File: src/rtl/hpu_pkg.sv
// -----------------------------------------------------------------------------
// hpu_pkg
// Shared constants and types for the HPU result path.
//   HV_W        : width of one encoded hypervector
//   AXIS_W      : AXI-Stream beat width toward the DMA/ACP write channel
//   BEATS       : beats needed to carry one hypervector
//   hv_t        : one full-width hypervector
//   ser_state_t : drain FSM states of hv_serializer
// -----------------------------------------------------------------------------
package hpu_pkg;

    localparam int HV_W   = 1024;
    localparam int AXIS_W = 64;
    localparam int BEATS  = HV_W / AXIS_W;

    typedef logic [HV_W-1:0] hv_t;

    typedef enum logic {
        IDLE = 1'b0,
        SEND = 1'b1
    } ser_state_t;

endpackage

File: src/rtl/hv_pingpong.sv
// -----------------------------------------------------------------------------
// hv_pingpong
// Two-entry ping-pong store for full-width hypervectors plus their batch-last
// flag. Tracks write/read pointers and occupancy, flags overruns.
// Ports:
//   clk, rst          : clock, synchronous active-low reset
//   wr_en             : producer strobe (no backpressure available upstream)
//   wr_data, wr_last  : hypervector and its end-of-batch flag
//   rd_done           : consumer finished the entry at the read pointer
//   rd_data, rd_last  : entry at the read pointer
//   cnt               : occupancy, 0..2
//   wr_accept         : strobe is being stored this cycle
//   full              : both entries occupied
//   overrun           : sticky, a strobe was dropped
// -----------------------------------------------------------------------------
module hv_pingpong
    import hpu_pkg::*;
#(
    parameter int DATA_W = HV_W
) (
    input  logic              clk,
    input  logic              rst,
    input  logic              wr_en,
    input  logic [DATA_W-1:0] wr_data,
    input  logic              wr_last,
    input  logic              rd_done,
    output logic [DATA_W-1:0] rd_data,
    output logic              rd_last,
    output logic [1:0]        cnt,
    output logic              wr_accept,
    output logic              full,
    output logic              overrun
);

    logic [DATA_W:0] mem [2];
    logic            wp;
    logic            rp;

    // A full store can still take a strobe when the oldest entry frees up in
    // the same cycle; the slot being drained is exactly the one wp points at.
    assign wr_accept = wr_en && ((cnt != 2'd2) || rd_done);
    assign full      = (cnt == 2'd2);

    assign rd_data = mem[rp][DATA_W-1:0];
    assign rd_last = mem[rp][DATA_W];

    // NOTE: the storage array has no reset; occupancy and pointers decide what
    // is valid, so clearing 2x(DATA_W+1) flops would buy nothing.
    always_ff @(posedge clk) begin
        if (wr_accept) begin
            mem[wp] <= {wr_last, wr_data};
        end
    end

    // NOTE: all state updates use non-blocking assignments so every register
    // sees the pre-edge values of the others, regardless of statement order.
    always_ff @(posedge clk) begin
        if (!rst) begin
            wp      <= 1'b0;
            rp      <= 1'b0;
            cnt     <= 2'd0;
            overrun <= 1'b0;
        end else begin
            if (wr_accept) begin
                wp <= ~wp;
            end
            if (rd_done) begin
                rp <= ~rp;
            end
            if (wr_en && !wr_accept) begin
                overrun <= 1'b1;
            end
            case ({wr_accept, rd_done})
                2'b10:   cnt <= cnt + 2'd1;
                2'b01:   cnt <= cnt - 2'd1;
                default: cnt <= cnt;
            endcase
        end
    end

endmodule

File: src/rtl/hv_serializer.sv
// -----------------------------------------------------------------------------
// hv_serializer
// Buffers full-width hypervectors in a ping-pong store and drains each as a
// sequence of W-bit AXI-Stream beats, least significant word first.
// Ports:
//   clk, rst                 : clock, synchronous active-low reset
//   stream_v/d/last          : single-cycle hypervector strobe from the
//                              bundling/sign stage; last marks end of batch
//   m_axis_tvalid/tready     : AXI-Stream handshake
//   m_axis_tdata             : beat data
//   m_axis_tlast             : final beat of a batch-final hypervector
//   buf_full                 : both entries occupied
//   overrun                  : sticky, a strobe was dropped
// -----------------------------------------------------------------------------
module hv_serializer
    import hpu_pkg::*;
#(
    parameter int DIM = HV_W - 1,
    parameter int W   = AXIS_W
) (
    input  logic         clk,
    input  logic         rst,
    input  logic         stream_v,
    input  logic [DIM:0] stream_d,
    input  logic         stream_last,
    output logic         m_axis_tvalid,
    input  logic         m_axis_tready,
    output logic [W-1:0] m_axis_tdata,
    output logic         m_axis_tlast,
    output logic         buf_full,
    output logic         overrun
);

    localparam int N_BEATS = (DIM + 1) / W;
    localparam int BEAT_W  = (N_BEATS > 1) ? $clog2(N_BEATS) : 1;
    localparam logic [BEAT_W-1:0] LAST_BEAT = BEAT_W'(N_BEATS - 1);

    ser_state_t        state;
    logic [BEAT_W-1:0] beat;
    logic [DIM:0]      rd_data;
    logic              rd_last;
    logic [1:0]        cnt;
    logic              wr_accept;
    logic              handshake;
    logic              final_hs;

    assign handshake = m_axis_tvalid && m_axis_tready;
    assign final_hs  = handshake && (beat == LAST_BEAT);

    hv_pingpong #(
        .DATA_W (DIM + 1)
    ) u_store (
        .clk       (clk),
        .rst       (rst),
        .wr_en     (stream_v),
        .wr_data   (stream_d),
        .wr_last   (stream_last),
        .rd_done   (final_hs),
        .rd_data   (rd_data),
        .rd_last   (rd_last),
        .cnt       (cnt),
        .wr_accept (wr_accept),
        .full      (buf_full),
        .overrun   (overrun)
    );

    // tvalid is the registered SEND state. tdata/tlast are selected from
    // registered storage by registered beat/rp, so they cannot change while
    // a beat is stalled.
    assign m_axis_tvalid = (state == SEND);
    assign m_axis_tdata  = m_axis_tvalid ? rd_data[int'(beat)*W +: W] : '0;
    assign m_axis_tlast  = m_axis_tvalid && (beat == LAST_BEAT) && rd_last;

    always_ff @(posedge clk) begin
        if (!rst) begin
            state <= IDLE;
            beat  <= '0;
        end else begin
            case (state)
                // Leaving on the capture itself gives the first beat one
                // cycle after the strobe instead of two.
                IDLE: begin
                    if ((cnt != 2'd0) || wr_accept) begin
                        state <= SEND;
                    end
                end
                SEND: begin
                    if (final_hs) begin
                        beat <= '0;
                        // Another entry remains if the store was full, or a
                        // new vector lands in the same cycle.
                        if (!((cnt == 2'd2) || wr_accept)) begin
                            state <= IDLE;
                        end
                    end else if (handshake) begin
                        beat <= beat + 1'b1;
                    end
                end
                default: state <= IDLE;
            endcase
        end
    end

endmodule

File: config.mk
export PLATFORM = sky130hd
export DESIGN_NAME = hv_serializer
export DESIGN_NICKNAME = d
export VERILOG_FILES = /design/src/rtl/hpu_pkg.sv /design/src/rtl/hv_pingpong.sv /design/src/rtl/hv_serializer.sv
export SDC_FILE = /design/constraint.sdc
export NUM_CORES = 2
export LEC_CHECK = 0
export CAP_MARGIN = 25
export CORE_UTILIZATION = 40
export DETAILED_ROUTE_END_ITERATION = 8
export GPL_TIMING_DRIVEN = 0
export PLACE_DENSITY = 0.73
export SLEW_MARGIN = 20
export SYNTH_ARGS = -nofsm -noshare
export SYNTH_HDL_FRONTEND = slang
export SYNTH_HIERARCHICAL = 1
export SYNTH_SLANG_ARGS = --single-unit
export TNS_END_PERCENT = 30
File: constraint.sdc
create_clock -name clk -period 71.8 [get_ports clk]
set_input_delay 21.54 -clock clk [delete_from_list [all_inputs] [get_ports clk]]
set_output_delay 21.54 -clock clk [all_outputs]
set_load 0.05 [all_outputs]
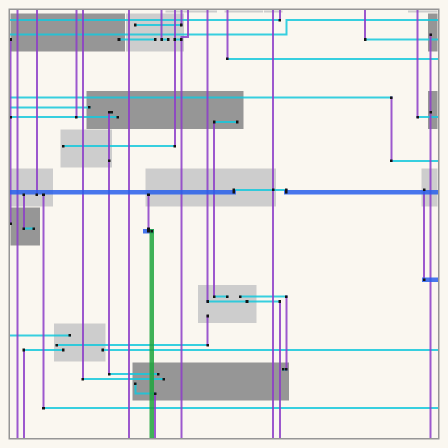
closeup.png
Window x 215 to 245, y 215 to 245 µm. Cells in grey, sequential cells in the stronger grey; small squares are vias.
Cyan stands for M1. Blue stands for M3. Green stands for M4. Purple stands for M2.
Most frequent: mux2_2 (3), edfxtp_1 (3). Netlist names of flops here include u_store/mem (3). Sequential cells in the window: 3. 9 logic cells have their middle in the window.

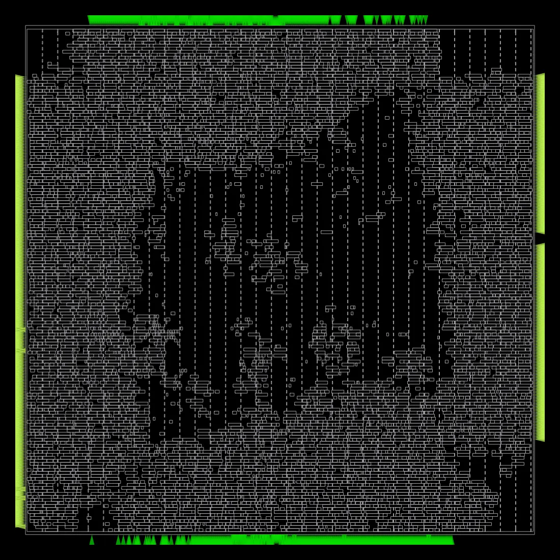
placed.png
row count: 167
Well Taps: 2788

==> run summary <==
Synth flops -> 2061
grt ovf -> 0
switch share -> 23.5%
Inst Count DP -> 8298
commonest non-fill, non-tap cells in the layout -> edfxtp_1, clkdlybuf4s50_1, mux2_2, mux2i_1, mux2_4
Worst setup SP type -> flip-flop
setup_tns -> 0 ps
Tmin final -> 26560 ps
Leak Pwr -> 35.9 nW
number of fill cells -> 16600
Comb gate area -> 20700 µm²
first-pass GRT wire length -> 397000 µm
number of CTS-inserted buffers -> 210
Hold Fails Final Rpt -> 0
die outline height -> 460 µm
pre-CTS setup slack -> 46110 ps
Die Width -> 460 µm
HPWL Detailed -> 227000 µm
FF/Latch Area -> 61800 µm²
Pwr per Cell Area -> 26.1 nW/µm²
Hold Buf Count CTS -> 0
CTS tree -> done
OpenROAD warning count -> 30
Starting DRT DRC Count -> 5964
Seq/Total Area, Yosys -> 73.5%
Layout Cells excl Fill -> 8759
Final Slew Violations -> 0
cell-internal power -> 0.00214 W
final hold slack -> 501 ps
final WL -> 303000 µm
largest net degree at the start of global routing -> 54
Core Region -> 208000 µm²
initial antenna violation count -> 157
yosys warns -> 6
# setup viols final -> 0
dominant logic cell type in the layout -> edfxtp_1
Detail Route Antenna Nets -> 0
flip-flops with a built-in enable -> 2050
total of max-cap violations -> 0
Yosys Chip Area -> 84000 µm²
FP Util -> 40.4%
Clock Skew -> 45.9 ps
nets@finish -> 6752
vias per cell -> 5.52
WL/cell -> 34.6 µm
Max H-tree Level -> 4
asr flop ratio synth -> 0%
clk_lat worst skew -> 880 ps
Nets at Floorplan -> 5351
cts repair resizes -> 0
HP Class -> flip-flop to flip-flop
Worst EP required -> 50260 ps
share of cells above drive strength 1 -> 27.6%
RSZ-0062 raised after global routing -> no
Clock transition at path regs -> 60 ps
post-CTS setup buffers -> 0
# DRC -> 0
Worst-Margin Slew -> 1080 ps
Worst EP arrival -> 5020 ps
Switch Pwr -> 0.000659 W
combinational power share -> 11.2%
Clk pwr share -> 37.6%
Worst IR Drop VDD -> 0.0000257 V
global placement routability congestion -> 0.888
status -> finished clean
post-layout period usage of the worst path -> 37.0%
Syn Inst Count -> 4321
Unique cell types -> 38
Slew Limit Headroom -> 28.3%
vias -> 48300
yosys stat cell total -> 4321
# IOs -> 1097
critical path class -> flip-flop to output port
total track usage -> 27.9%
CP max FO -> 10
# clock sinks -> 2061
chip area -> 212000 µm²
Syn Area/Cell -> 19.4 µm²
first drt pass iteration count -> 6
Clock Tree Root -> clkbuf_16
Sequential Power Share -> 51.1%
Post-synth top flop -> edfxtp_1
vias in the first global route -> 48500
Area growth syn-to-layout -> 27.8%
fin worst setup slack -> 45240 ps
Bufs on Longest Clock Path -> 3
Syn Std Cell Area -> 84000 µm²
CP Capture Type -> output port
Fmax -> 0.0376 GHz
port buffer count -> 1096
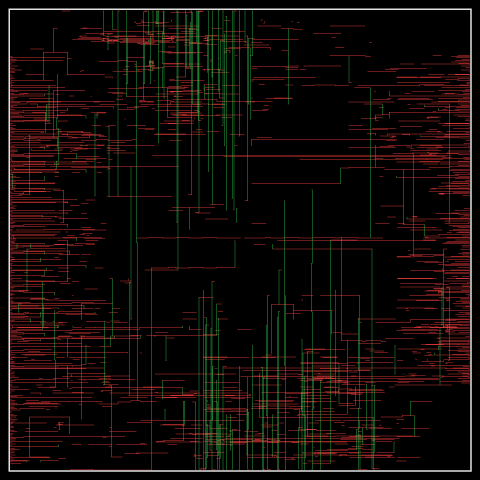
layers.png
(1 px per µm) Only two layers are drawn.
Red stands for M3, wire length 30.2 mm. Green stands for M4, wire length 13100 µm.

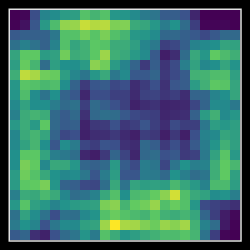
route_heat.png
(0.5 px per µm) The die is cut into 23 by 23 equal tiles; dark purple is low, yellow is high, scaled to the fullest tile. Values are wire area over tile area, all layers added.
The emptiest ninth of the die: middle. 43% of the tiles are over half the peak. The fullest tile reaches 0.55. The mean over all tiles is 0.25. The densest ninth of the die: bottom middle.

## cell type report
cell class	count	area share (%)
Sequential cell	2061	57.5
Multi-Input combinational cell	2017	19.3
Timing Repair Buffer	1189	12.2
Clock buffer	250	5.05
Tap cell	2788	3.25
Buffer	240	1.44
Clock inverter	127	1.01
Antenna cell	84	0.196
Inverter	3	0.0105
## critical path: stages, from the launching register on
cell	delay (ps)
dfxtp_1	300
buf_2	250
buf_2	520
buf_2	480
mux2_2	230
mux2i_1	70
a22oi_1	670
nand2_1	300
o22ai_1	230
clkdlybuf4s50_1	1090
## metal layers
metal  GRT usage (%)  up-vias  wire, µm
met3            8.70      578     30200
met1            35.1    24800    117000
li1                -    20300         -
met2            44.2     2571    142000
met5               0        -       902
met4            12.3      144     13100
## metrics by stage
| step | total power (W) | instance area, µm² | utilization [%] |
|---|---|---|---|
| 2_1_floorplan | 0.00172 | 84000 | - |
| 3_3_place_gp | 0.00194 | 98500 | 47.4 |
| 3_5_place_dp | 0.00177 | 101000 | 48.4 |
| 4_1_cts | 0.00282 | 107000 | 51.6 |
| 5_1_grt | 0.00287 | 107000 | 51.6 |
| 6_report | 0.00280 | 107000 | 51.7 |
## logic make-up (layout without fill, tap and decap cells)
kind of cell               after synthesis  count (layout)  synth area share, %
and+or+nand+nor                        154             154                0.780
DFF                                   2061            2061                 73.5
buffers and inverters                  243            1809                 1.82
adders and majority gates                1               1               0.0149
muxes                                 1530            1530                 21.0
other                                    0              84                    0
xor gates and xnor gates                 3               3               0.0313
AOI/OAI and AO/OA                      329             329                 2.81
## cells in the mapped netlist, types with 3 or more instances
cell	instances	area (µm²)
a221oi_1	9	78.8
mux2_2	775	8730
buf_4	27	203
inv_1	3	11.3
buf_6	52	586
dfxtp_1	11	220
o22ai_1	55	344
mux2i_1	496	4960
nand3_1	3	15.0
nor2b_1	10	62.6
mux2_4	250	3750
buf_2	98	490
a22oi_1	238	1790
and2_1	6	37.5
clkbuf_1	52	195
edfxtp_1	2050	61600
mux4_2	9	203
buf_1	10	37.5
nand2_1	123	462
o21ai_1	19	95.1
## final timing paths
check | slack [ps] | end | start | depth (start not counted)
max | 45240 | m_axis_tdata[30] | flip-flop | 9
min | 500 | u_store/overrun | u_store/overrun | 2
max reg2reg | 67520 | u_store/mem[0][125] | beat[1] | 15
min reg2reg | 500 | u_store/overrun | u_store/overrun | 2
## state kept, by name (all words and copies together), names as in the netlist, named ones only
signal           count
u_store/overrun      1
u_store/rp           1
m_axis_tvalid        1
u_store/cnt          2
u_store/mem       2050
u_store/wp           1
beat                 4
## power by group through the flow
stage | clock network [W] | logic, W | registers [W]
after detailed placement | 0 | 0.000313 | 0.00146
final | 0.00105 | 0.000314 | 0.00143
after CTS | 0.00107 | 0.000314 | 0.00143
after global placement | 0 | 0.000284 | 0.00166
after floorplan | 0 | 0.000139 | 0.00158
after global routing | 0.00111 | 0.000327 | 0.00144
Power and IR drop assume default switching activity.
